Figure 1. Cell density map (run 1).
The bar under the picture is 20 um long. The die is cut into 6 by 6 equal tiles; dark blue is low, red is high, 0 to 100% covered.
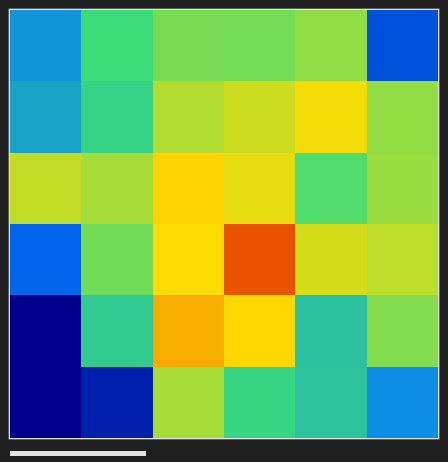
Figure 2. Routing congestion map (run 1).
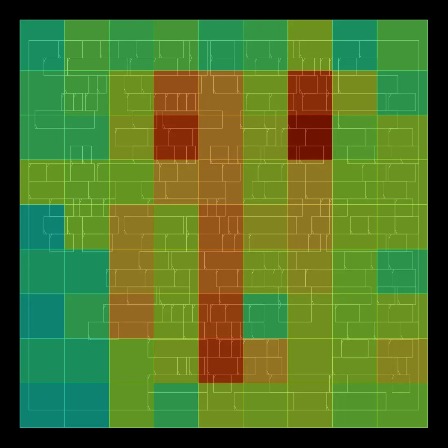
Figure 3. Drive-strength map (run 1).
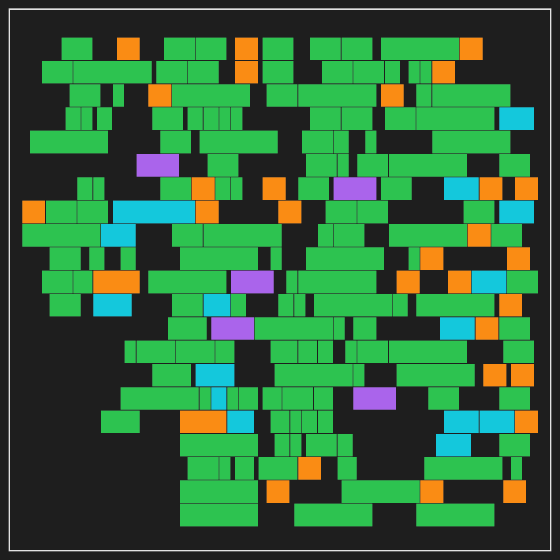
===== src/rtl/apb_req_arbiter_if.sv =====
// Requester-side and APB-side signals of the two-port APB request arbiter.
// The master modport is the arbiter's view. The slave modport is the view of the requesters and the register slave.
interface apb_req_arbiter_if #(
    parameter int BITWIDTH = 8,
    parameter int ADDRW    = 2
);
    logic                req0;
    logic                req1;
    logic                wr0;
    logic                wr1;
    logic [ADDRW-1:0]    addr0;
    logic [ADDRW-1:0]    addr1;
    logic [BITWIDTH-1:0] wdata0;
    logic [BITWIDTH-1:0] wdata1;
    logic                done0;
    logic                done1;
    logic                err;
    logic [BITWIDTH-1:0] rdata;
    logic                busy;

    logic                psel;
    logic                penable;
    logic                pwrite;
    logic [ADDRW-1:0]    paddr;
    logic [BITWIDTH-1:0] pwdata;
    logic [BITWIDTH-1:0] prdata;
    logic                pready;

    modport master (
        input  req0, req1, wr0, wr1, addr0, addr1, wdata0, wdata1,
        input  prdata, pready,
        output done0, done1, err, rdata, busy,
        output psel, penable, pwrite, paddr, pwdata
    );

    modport slave (
        output req0, req1, wr0, wr1, addr0, addr1, wdata0, wdata1,
        output prdata, pready,
        input  done0, done1, err, rdata, busy,
        input  psel, penable, pwrite, paddr, pwdata
    );
endinterface


===== src/rtl/apb_req_arbiter.sv =====
// Shares one APB register slave between two requesters, round-robin on contention, with an ACCESS timeout.
// SETUP follows the sampled request by one cycle, then DONE follows ACCESS. Requests held while busy are re-arbitrated in the next IDLE.
module apb_req_arbiter #(
    parameter int BITWIDTH = 8,
    parameter int ADDRW    = 2,
    parameter int TIMEOUT  = 16
) (
    input  logic              pclk,
    input  logic              preset,
    apb_req_arbiter_if.master bus
);
    localparam int CW = (TIMEOUT > 1) ? $clog2(TIMEOUT) : 1;
    localparam logic [CW-1:0] CNT_LAST = CW'(TIMEOUT - 1);

    typedef enum logic [1:0] {
        IDLE   = 2'd0,
        SETUP  = 2'd1,
        ACCESS = 2'd2,
        DONE   = 2'd3
    } state_t;

    state_t              r_state;
    logic                r_last;
    logic [CW-1:0]       r_cnt;
    logic                r_psel;
    logic                r_penable;
    logic                r_pwrite;
    logic [ADDRW-1:0]    r_paddr;
    logic [BITWIDTH-1:0] r_pwdata;
    logic [BITWIDTH-1:0] r_rdata;
    logic                r_done0;
    logic                r_done1;
    logic                r_err;
    logic                r_busy;

    logic                w_any_req;
    logic                w_pick1;
    logic                w_wr;
    logic [ADDRW-1:0]    w_addr;
    logic [BITWIDTH-1:0] w_wdata;

    // On contention, requester 1 wins only if requester 0 was granted last.
    assign w_any_req = bus.req0 | bus.req1;
    assign w_pick1   = bus.req1 & (~bus.req0 | ~r_last);
    assign w_wr      = w_pick1 ? bus.wr1    : bus.wr0;
    assign w_addr    = w_pick1 ? bus.addr1  : bus.addr0;
    assign w_wdata   = w_pick1 ? bus.wdata1 : bus.wdata0;

    always_ff @(posedge pclk or posedge preset) begin
        if (preset) begin
            r_state   <= IDLE;
            r_last    <= 1'b1;
            r_cnt     <= '0;
            r_psel    <= 1'b0;
            r_penable <= 1'b0;
            r_pwrite  <= 1'b0;
            r_paddr   <= '0;
            r_pwdata  <= '0;
            r_rdata   <= '0;
            r_done0   <= 1'b0;
            r_done1   <= 1'b0;
            r_err     <= 1'b0;
            r_busy    <= 1'b0;
        end else begin
            r_done0 <= 1'b0;
            r_done1 <= 1'b0;
            r_err   <= 1'b0;
            case (r_state)
                IDLE: begin
                    if (w_any_req) begin
                        r_state   <= SETUP;
                        r_busy    <= 1'b1;
                        r_psel    <= 1'b1;
                        r_penable <= 1'b0;
                        r_pwrite  <= w_wr;
                        r_paddr   <= w_addr;
                        r_pwdata  <= w_wdata;
                        r_last    <= w_pick1;
                    end
                end
                SETUP: begin
                    r_state   <= ACCESS;
                    r_penable <= 1'b1;
                    r_cnt     <= '0;
                end
                ACCESS: begin
                    if (bus.pready) begin
                        r_state   <= DONE;
                        r_psel    <= 1'b0;
                        r_penable <= 1'b0;
                        r_done0   <= ~r_last;
                        r_done1   <= r_last;
                        if (!r_pwrite) begin
                            r_rdata <= bus.prdata;
                        end
                    end else if (r_cnt == CNT_LAST) begin
                        // Timed out: complete with error, read data left untouched.
                        r_state   <= DONE;
                        r_psel    <= 1'b0;
                        r_penable <= 1'b0;
                        r_done0   <= ~r_last;
                        r_done1   <= r_last;
                        r_err     <= 1'b1;
                    end else begin
                        r_cnt <= r_cnt + CW'(1);
                    end
                end
                DONE: begin
                    r_state <= IDLE;
                    r_busy  <= 1'b0;
                end
                default: begin
                    r_state   <= IDLE;
                    r_busy    <= 1'b0;
                    r_psel    <= 1'b0;
                    r_penable <= 1'b0;
                end
            endcase
        end
    end

    assign bus.psel    = r_psel;
    assign bus.penable = r_penable;
    assign bus.pwrite  = r_pwrite;
    assign bus.paddr   = r_paddr;
    assign bus.pwdata  = r_pwdata;
    assign bus.rdata   = r_rdata;
    assign bus.done0   = r_done0;
    assign bus.done1   = r_done1;
    assign bus.err     = r_err;
    assign bus.busy    = r_busy;

    a_done_excl: assert property (@(posedge pclk) disable iff (preset) !(r_done0 && r_done1));
    a_err_with_done: assert property (@(posedge pclk) disable iff (preset) r_err |-> (r_done0 || r_done1));
    a_penable_with_psel: assert property (@(posedge pclk) disable iff (preset) r_penable |-> r_psel);
endmodule


===== src/flat_wrapper.sv =====
// flat-port wrapper written by rule: the top's interface ports become plain ports
module apb_req_arbiter_flat 
#(
    parameter int BITWIDTH = 8,
    parameter int ADDRW    = 2,
    parameter int TIMEOUT  = 16
)
  (pclk, preset, bus_req0, bus_req1, bus_wr0, bus_wr1, bus_addr0, bus_addr1, bus_wdata0, bus_wdata1, bus_prdata, bus_pready, bus_done0, bus_done1, bus_err, bus_rdata, bus_busy, bus_psel, bus_penable, bus_pwrite, bus_paddr, bus_pwdata);
  apb_req_arbiter_if #(.BITWIDTH(BITWIDTH), .ADDRW(ADDRW)) bus_i ();
  input  logic pclk;
  input  logic preset;
  input wire logic [$bits(bus_i.req0)-1:0] bus_req0;
  input wire logic [$bits(bus_i.req1)-1:0] bus_req1;
  input wire logic [$bits(bus_i.wr0)-1:0] bus_wr0;
  input wire logic [$bits(bus_i.wr1)-1:0] bus_wr1;
  input wire logic [$bits(bus_i.addr0)-1:0] bus_addr0;
  input wire logic [$bits(bus_i.addr1)-1:0] bus_addr1;
  input wire logic [$bits(bus_i.wdata0)-1:0] bus_wdata0;
  input wire logic [$bits(bus_i.wdata1)-1:0] bus_wdata1;
  input wire logic [$bits(bus_i.prdata)-1:0] bus_prdata;
  input wire logic [$bits(bus_i.pready)-1:0] bus_pready;
  output wire logic [$bits(bus_i.done0)-1:0] bus_done0;
  output wire logic [$bits(bus_i.done1)-1:0] bus_done1;
  output wire logic [$bits(bus_i.err)-1:0] bus_err;
  output wire logic [$bits(bus_i.rdata)-1:0] bus_rdata;
  output wire logic [$bits(bus_i.busy)-1:0] bus_busy;
  output wire logic [$bits(bus_i.psel)-1:0] bus_psel;
  output wire logic [$bits(bus_i.penable)-1:0] bus_penable;
  output wire logic [$bits(bus_i.pwrite)-1:0] bus_pwrite;
  output wire logic [$bits(bus_i.paddr)-1:0] bus_paddr;
  output wire logic [$bits(bus_i.pwdata)-1:0] bus_pwdata;
  assign bus_i.req0 = bus_req0;
  assign bus_i.req1 = bus_req1;
  assign bus_i.wr0 = bus_wr0;
  assign bus_i.wr1 = bus_wr1;
  assign bus_i.addr0 = bus_addr0;
  assign bus_i.addr1 = bus_addr1;
  assign bus_i.wdata0 = bus_wdata0;
  assign bus_i.wdata1 = bus_wdata1;
  assign bus_i.prdata = bus_prdata;
  assign bus_i.pready = bus_pready;
  assign bus_done0 = bus_i.done0;
  assign bus_done1 = bus_i.done1;
  assign bus_err = bus_i.err;
  assign bus_rdata = bus_i.rdata;
  assign bus_busy = bus_i.busy;
  assign bus_psel = bus_i.psel;
  assign bus_penable = bus_i.penable;
  assign bus_pwrite = bus_i.pwrite;
  assign bus_paddr = bus_i.paddr;
  assign bus_pwdata = bus_i.pwdata;
  apb_req_arbiter #(.BITWIDTH(BITWIDTH), .ADDRW(ADDRW), .TIMEOUT(TIMEOUT)) u_core (.pclk(pclk), .preset(preset), .bus(bus_i));
endmodule

===== config.mk =====
export PLATFORM = sky130hd
export DESIGN_NAME = apb_req_arbiter_flat
export DESIGN_NICKNAME = d
export VERILOG_FILES = /design/src/rtl/apb_req_arbiter_if.sv /design/src/rtl/apb_req_arbiter.sv /design/src/flat_wrapper.sv
export SDC_FILE = /design/constraint.sdc
export NUM_CORES = 1
export LEC_CHECK = 0
export CAP_MARGIN = 20
export CORE_UTILIZATION = 40
export DETAILED_ROUTE_END_ITERATION = 8
export PLACE_DENSITY = 0.75
export SETUP_SLACK_MARGIN = 0.3
export SYNTH_ARGS = -nofsm -noshare
export SYNTH_HDL_FRONTEND = slang
export SYNTH_SLANG_ARGS = --single-unit

===== constraint.sdc =====
create_clock -name pclk -period 3.45 [get_ports pclk]
set_clock_uncertainty 0.2 [all_clocks]
set_input_delay 0.69 -clock pclk [delete_from_list [all_inputs] [get_ports pclk]]
set_output_delay 0.69 -clock pclk [all_outputs]
set_load 0.1 [all_outputs]

==> impl_metrics.csv, run 1 <==
group,metric,value,unit
detailed_routing,drcViolationCount,0,
detailed_routing,dr_wl_met3,207,um
placement,place_congestion,0.7286,
detailed_routing,viasPerCell,4.932,
detailed_routing,drt-initial-drc-count,21,
yosys,synth_seq_share,53.87,%
floorplanning,fp_util,43.26,%
cts,post_cts_buffers,0,
yosys,syn_area,1489,um2
critical_path,crit_buf_inv,1,
flow_run,maxCapViolations,0,
timing,slew_violations,0,
layout,final_cell_count_no_fill,237,
yosys,top_area_cell,"dfrtp_1",
layout,fin_nets,231,
detailed_routing,wl_met2,1.623,mm
cts,hold_buffers,0,
detailed_routing,wl_met1,1.321,mm
min_path,hold_path_startpoint,"u_core.bus.pwdata[4]",
cts,clk_pin_slew,0.06,ns
cts,cts_tree,"done",
timing,hold_violations,0,
cts,ctsHtreeMaxLevel,2,
critical_path,slowest_delay,0.65,ns
grt,met2_usage,30.24,%
placement,dp_slack,0.8182,ns
yosys,top_cell,"dfrtp_1",
critical_path,cp_slowest_cell,"a21boi_2",
cts,cts_resized,0,
yosys,synth-seq-cells,32,
timing,max_slew_margin,47.88,%
critical_path,crit_path_start,"bus_req1",
placement,post-dp-hpwl,2.503,mm
timing,fin_crit_sh,66.15,%
yosys,top_logic_kind,"multiplexers",
grt,grt_max_degree,33,
detailed_routing,vias,1169,
layout,syn_to_final_growth,44.12,%
yosys,synthAoiAreaFrac,10.50,%
layout,drive_gt1_share,26.18,%
yosys,avgSynthCellArea,11.91,um2
layout,post-route-cell-area,2146,um2
layout,num_antenna_cells,0,
critical_path,endpoint_kind,"flop",
grt,gr-total-overflow,0,
detailed_routing,top_layer_used,"met4",
yosys,fp_nets,166,
grt,grt_pass1_vias,1177,
critical_path,start_kind,"input port",
status,outcome,"complete, no violations",
layout,lay_top_count,"clkdlybuf4s50_1",
yosys,ys_top_cells_by_count,"dfrtp_1, nand2_1, mux2i_1",
yosys,ys_sh_xor,0,%
timing,hold_slack,0.2888,ns
yosys,yosysChipArea,1489,um2
detailed_routing,antenna_left,0,
critical_path,worst_ep_arrival_time,2.24,ns
yosys,synth_cells,125,
timing,worstMarginPinSlew,0.7772,ns
critical_path,crit_type,"input port to flop",
yosys,synth.area.mux_share,16.81,%
critical_path,cp_cell_sequence,"clkdlybuf4s50_1 -> a21boi_2 -> mux2i_1 -> o21ai_1",
min_path,min_path_type,"flop to flop",
critical_path,crit_family,"AND-OR/OR-AND gates",
timing,fin_crit,2.282,ns
timing,fin_setup_tns,0,ns
flow_run,tool_warnings,30,
yosys,ys_cells,125,
layout,final_cell_mix,"clkdlybuf4s50_1, dfrtp_1, buf_4",
yosys,synth_warnings,0,
cts,cts.sinks,32,
critical_path,reg2reg_from,"u_core.r_state[0]",
yosys,synth-edff-count,0,
placement,placedCellCount,229,
yosys,synth_adder_area_share,5.042,%
detailed_routing,wl,3.223,mm
timing,grt_setup_unrepaired,"no",
yosys,ys_types,31,
floorplanning,die-area,3970,um2
yosys,top_cell_area_share,52.10,%
placement,dpl_cell_area,2064,um2
grt,grt_pass1_wl,5.223,mm
timing,clock.fmax,438.2,MHz
floorplanning,ioPinCount,60,
Notes on Figure 1 above:
tiles over 75% full = 11%
fullest tile = 91%
densest ninth of the die = middle
mean over tiles = 53%

Notes on Figure 2 above:
met3 Use GR: 6.022%
most used routing layer: met2
Util after Layout: 62.34%
GR Util All Layers: 17.36%
met1 Use GR: 18.48%

Notes on Figure 3 above:
orange -> drive 3 to 4  # cells 30, share 16%
cyan -> drive 2  # cells 15, share 7.9%
green -> drive 1 or less  # cells 141, share 74%
purple -> drive 6 and up  # cells 5, share 2.6%

==> run 1: final cells by class <==
class / count / area (um2)
Fill cell: 282 / 1296
Sequential cell: 32 / 802.0
Multi-Input combinational cell: 83 / 631.9
Tap cell: 46 / 57.56
Timing Repair Buffer: 62 / 550.5
Inverter: 6 / 22.52
Clock inverter: 1 / 5.005
Clock buffer: 7 / 76.32
==> run 1: path summary, 6_finish.rpt <==
kind / end / cells after the start / slack, ns
min in group asynchronous: u_core.bus.rdata[1] / 3 / 0.60
setup reg to reg: u_core.bus.penable / 5 / 1.27
hold reg to reg: u_core.bus.pwdata[4] / 2 / 0.29
max in group asynchronous: u_core.r_last / 3 / 2.11
hold / removal: u_core.bus.pwdata[4] / 2 / 0.29
setup / recovery: u_core.bus.pwdata[0] / 4 / 1.17
Figure 4. Placement by cell class (run 1).
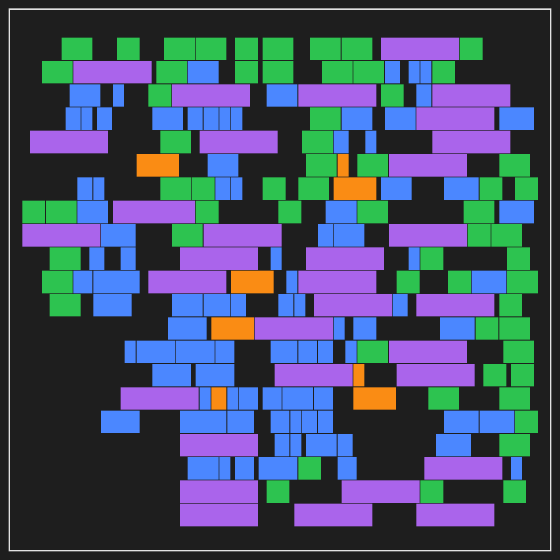

==> inputs of run 2 (changes only) <==
clock period = 2.3 ns   (was 3.45 ns; I/O delays follow)
Figure 5. Placement by cell class (run 2).
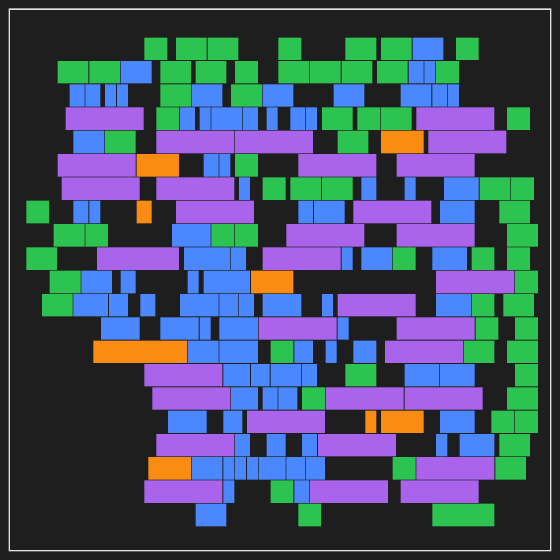
purple -> flip-flops  # cells 32
orange -> clock drivers and dummy loads  # cells 8
green -> other buffers and delay cells  # cells 65
blue -> all other logic  # cells 89

==> run 2 against run 1 <==
  * Area after synthesis is the same
  * Worst setup slack got worse by 0.77 ns
  * Register-to-register slack got worse by 0.87 ns
  * Synthesized cell count did not move
  * Count of clock-buffer cells in the layout decreased by 1
  * Global-route usage up 1.2 points
  * Non-clock buffer count up 3
  * Design area is 2.9% higher
  * Critical path type is now flop to flop
  * Critical endpoint is now u_core.r_cnt[1]
  * Largest cell class unchanged
  * Highest routed layer unchanged
==> impl_metrics.csv, run 2 <==
group,metric,value,unit
status,outcome,"complete, no violations",
timing,final-setup-viol-count,0,
detailed_routing,first_pass_iters,4,
timing,clock.fmax,527.1,MHz
layout,num-nonclk-inverters,6,
floorplanning,die_h,63.01,um
critical_path,reg2reg_slack,0.40,ns
detailed_routing,antenna_left,0,
critical_path,worst_ep_arrival_time,1.87,ns
cts,cts.sinks,32,
layout,comb_cells,83,
placement,placedCellCount,232,
placement,dp_slack,0.2257,ns
yosys,yosys_most_used_dff,"dfrtp_1",
timing,fin_setup_tns,0,ns
grt,track_usage,18.56,%
cts,insertion_delay,0.29,ns
layout,final_cell_count_no_fill,240,
grt,grt_max_degree,22,
yosys,avgSynthCellArea,11.91,um2
yosys,synth_async_sr_flop_share,100.0,%
timing,worstMarginPinSlew,0.5247,ns
floorplanning,fp_util,43.26,%
timing,fin_ws,0.4030,ns
grt,grt_pass1_wl,5.575,mm
timing,hold_violations,0,
layout,mi_logic_area,631.9,um2
grt,gr-total-overflow,0,
flow_run,tool_warnings,30,
yosys,top_cell_area_share,52.10,%
yosys,synth_seq_share,53.87,%
critical_path,ff2ff_path_depth,6,
cts,numCtsBuffers,5,
placement,place_congestion,0.7807,
layout,syn_to_final_growth,48.24,%
yosys,synth_cells,125,
cts,clockRootBuffer,"clkbuf_8",
floorplanning,ioPinCount,60,
detailed_routing,wl,3.251,mm
critical_path,crit_path_start,"u_core.r_state[0]",
timing,fin_crit,1.897,ns
cts,cts_tree,"done",
yosys,ys_types,31,
detailed_routing,drt-initial-drc-count,31,
timing,max_slew_margin,64.98,%
layout,nNonClkBuffers,65,
yosys,top_cell,"dfrtp_1",
floorplanning,rows,21,
yosys,synth-edff-count,0,
yosys,synth_warnings,0,
timing,grt_setup_unrepaired,"no",
cts,clk_pin_slew,0.06,ns
yosys,syn_area,1489,um2
floorplanning,taps,46,
yosys,ys_top_cells_by_count,"dfrtp_1, nand2_1, mux2i_1",
flow_run,maxCapViolations,0,
layout,dominant_cells,"flip-flops and latches",
layout,seq_cells,32,
yosys,yosys-top-cells-area,"dfrtp_1, mux2i_1, mux2_2",
detailed_routing,viasPerCell,4.967,
cts,ctsHtreeMaxLevel,2,
floorplanning,die-area,3970,um2
timing,hold_slack,0.2832,ns
min_path,min_path_type,"flop to flop",
min_path,hold_end,"u_core.bus.pwdata[6]",
min_path,hold_path_startpoint,"u_core.bus.pwdata[6]",
timing,slew_violations,0,
cts,cts_resized,0,
placement,post-dp-hpwl,2.572,mm
layout,combAreaFraction,28.63,%
layout,num_antenna_cells,0,
layout,clock_buffers,6,
critical_path,endpoint_kind,"flop",
cts,post_cts_buffers,0,
layout,sh_seq_area,36.34,%
detailed_routing,drcViolationCount,0,
critical_path,start_kind,"flop",
timing,fin_crit_sh,82.48,%
layout,lay_top_count,"clkdlybuf4s50_1",
grt,antenna_found_initial,0,
cts,cts_buffer_depth,2,
critical_path,reg2reg_from,"u_core.r_state[0]",
floorplanning,die_w,63.01,um
critical_path,r2r-end,"u_core.r_cnt[1]",
layout,post-route-cell-area,2207,um2
layout,regArea,802.0,um2
cts,hold_buffers,0,
yosys,yosysChipArea,1489,um2
grt,grt_pass1_vias,1243,
critical_path,cp_data_required_time,2.27,ns
critical_path,cp_max_fo,6,
yosys,ys_cells,125,
yosys,top_area_cell,"dfrtp_1",
layout,clock_area_share,4.875,%
placement,io_buffers,59,
critical_path,cp-endpoint,"u_core.r_cnt[1]",
layout,nonClkBufAreaFrac,26.53,%
critical_path,crit_type,"flop to flop",
yosys,synth-seq-cells,32,
layout,fin_nets,234,
yosys,fp_nets,166,
min_path,holdPathStages,2,
layout,nFillCells,277,
detailed_routing,vias,1192,
placement,dpl_cell_area,2100,um2
layout,final_cell_mix,"clkdlybuf4s50_1, dfrtp_1, buf_4",
floorplanning,core,3442,um2
layout,drive_gt1_share,27.84,%
Figure 6. Routing congestion map (run 2).
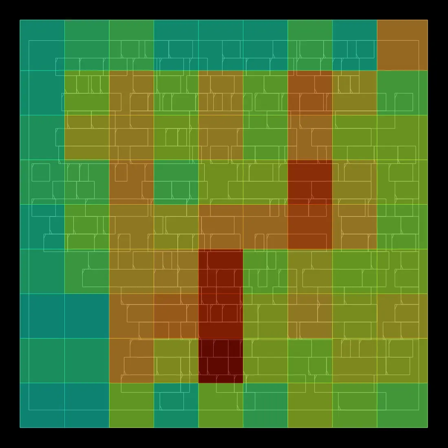
met1 Use GR: 22.17%
met3 Use GR: 4.745%
met2 Usage GRT: 28.76%
routed len/inst: 13.55 um
Util after Layout: 64.12%

## run 2: cell counts after synthesis
No cell type changed its count.
## run 2: kinds of logic (layout without fill, tap and decap cells)
family,Yosys count,after routing,synth area share (%)
AOI/OAI and AO/OA,25,25,10.50
adders and majority gates,6,6,5.042
buffers and inverters,10,79,3.697
DFF,32,32,53.87
muxes,23,23,16.81
and+or+nand+nor,29,29,10.08
## run 2: worst max-delay path, cell delays in order (launching register included)
cell	delay, ns
dfrtp_1	0.41
inv_1	0.12
ha_1	0.17
nor2b_1	0.35
buf_4	0.21
nand2_1	0.08
a31o_2	0.25
## run 2: metal layers
metal / GRT usage, % / vias up / part of all wire (%)
met2: 28.76 / 48 / 50
li1: - / 570 / -
met4: 13.37 / 0 / 1.7
met5: 0 / - / 0
met1: 22.17 / 566 / 42
met3: 4.745 / 8 / 6.1
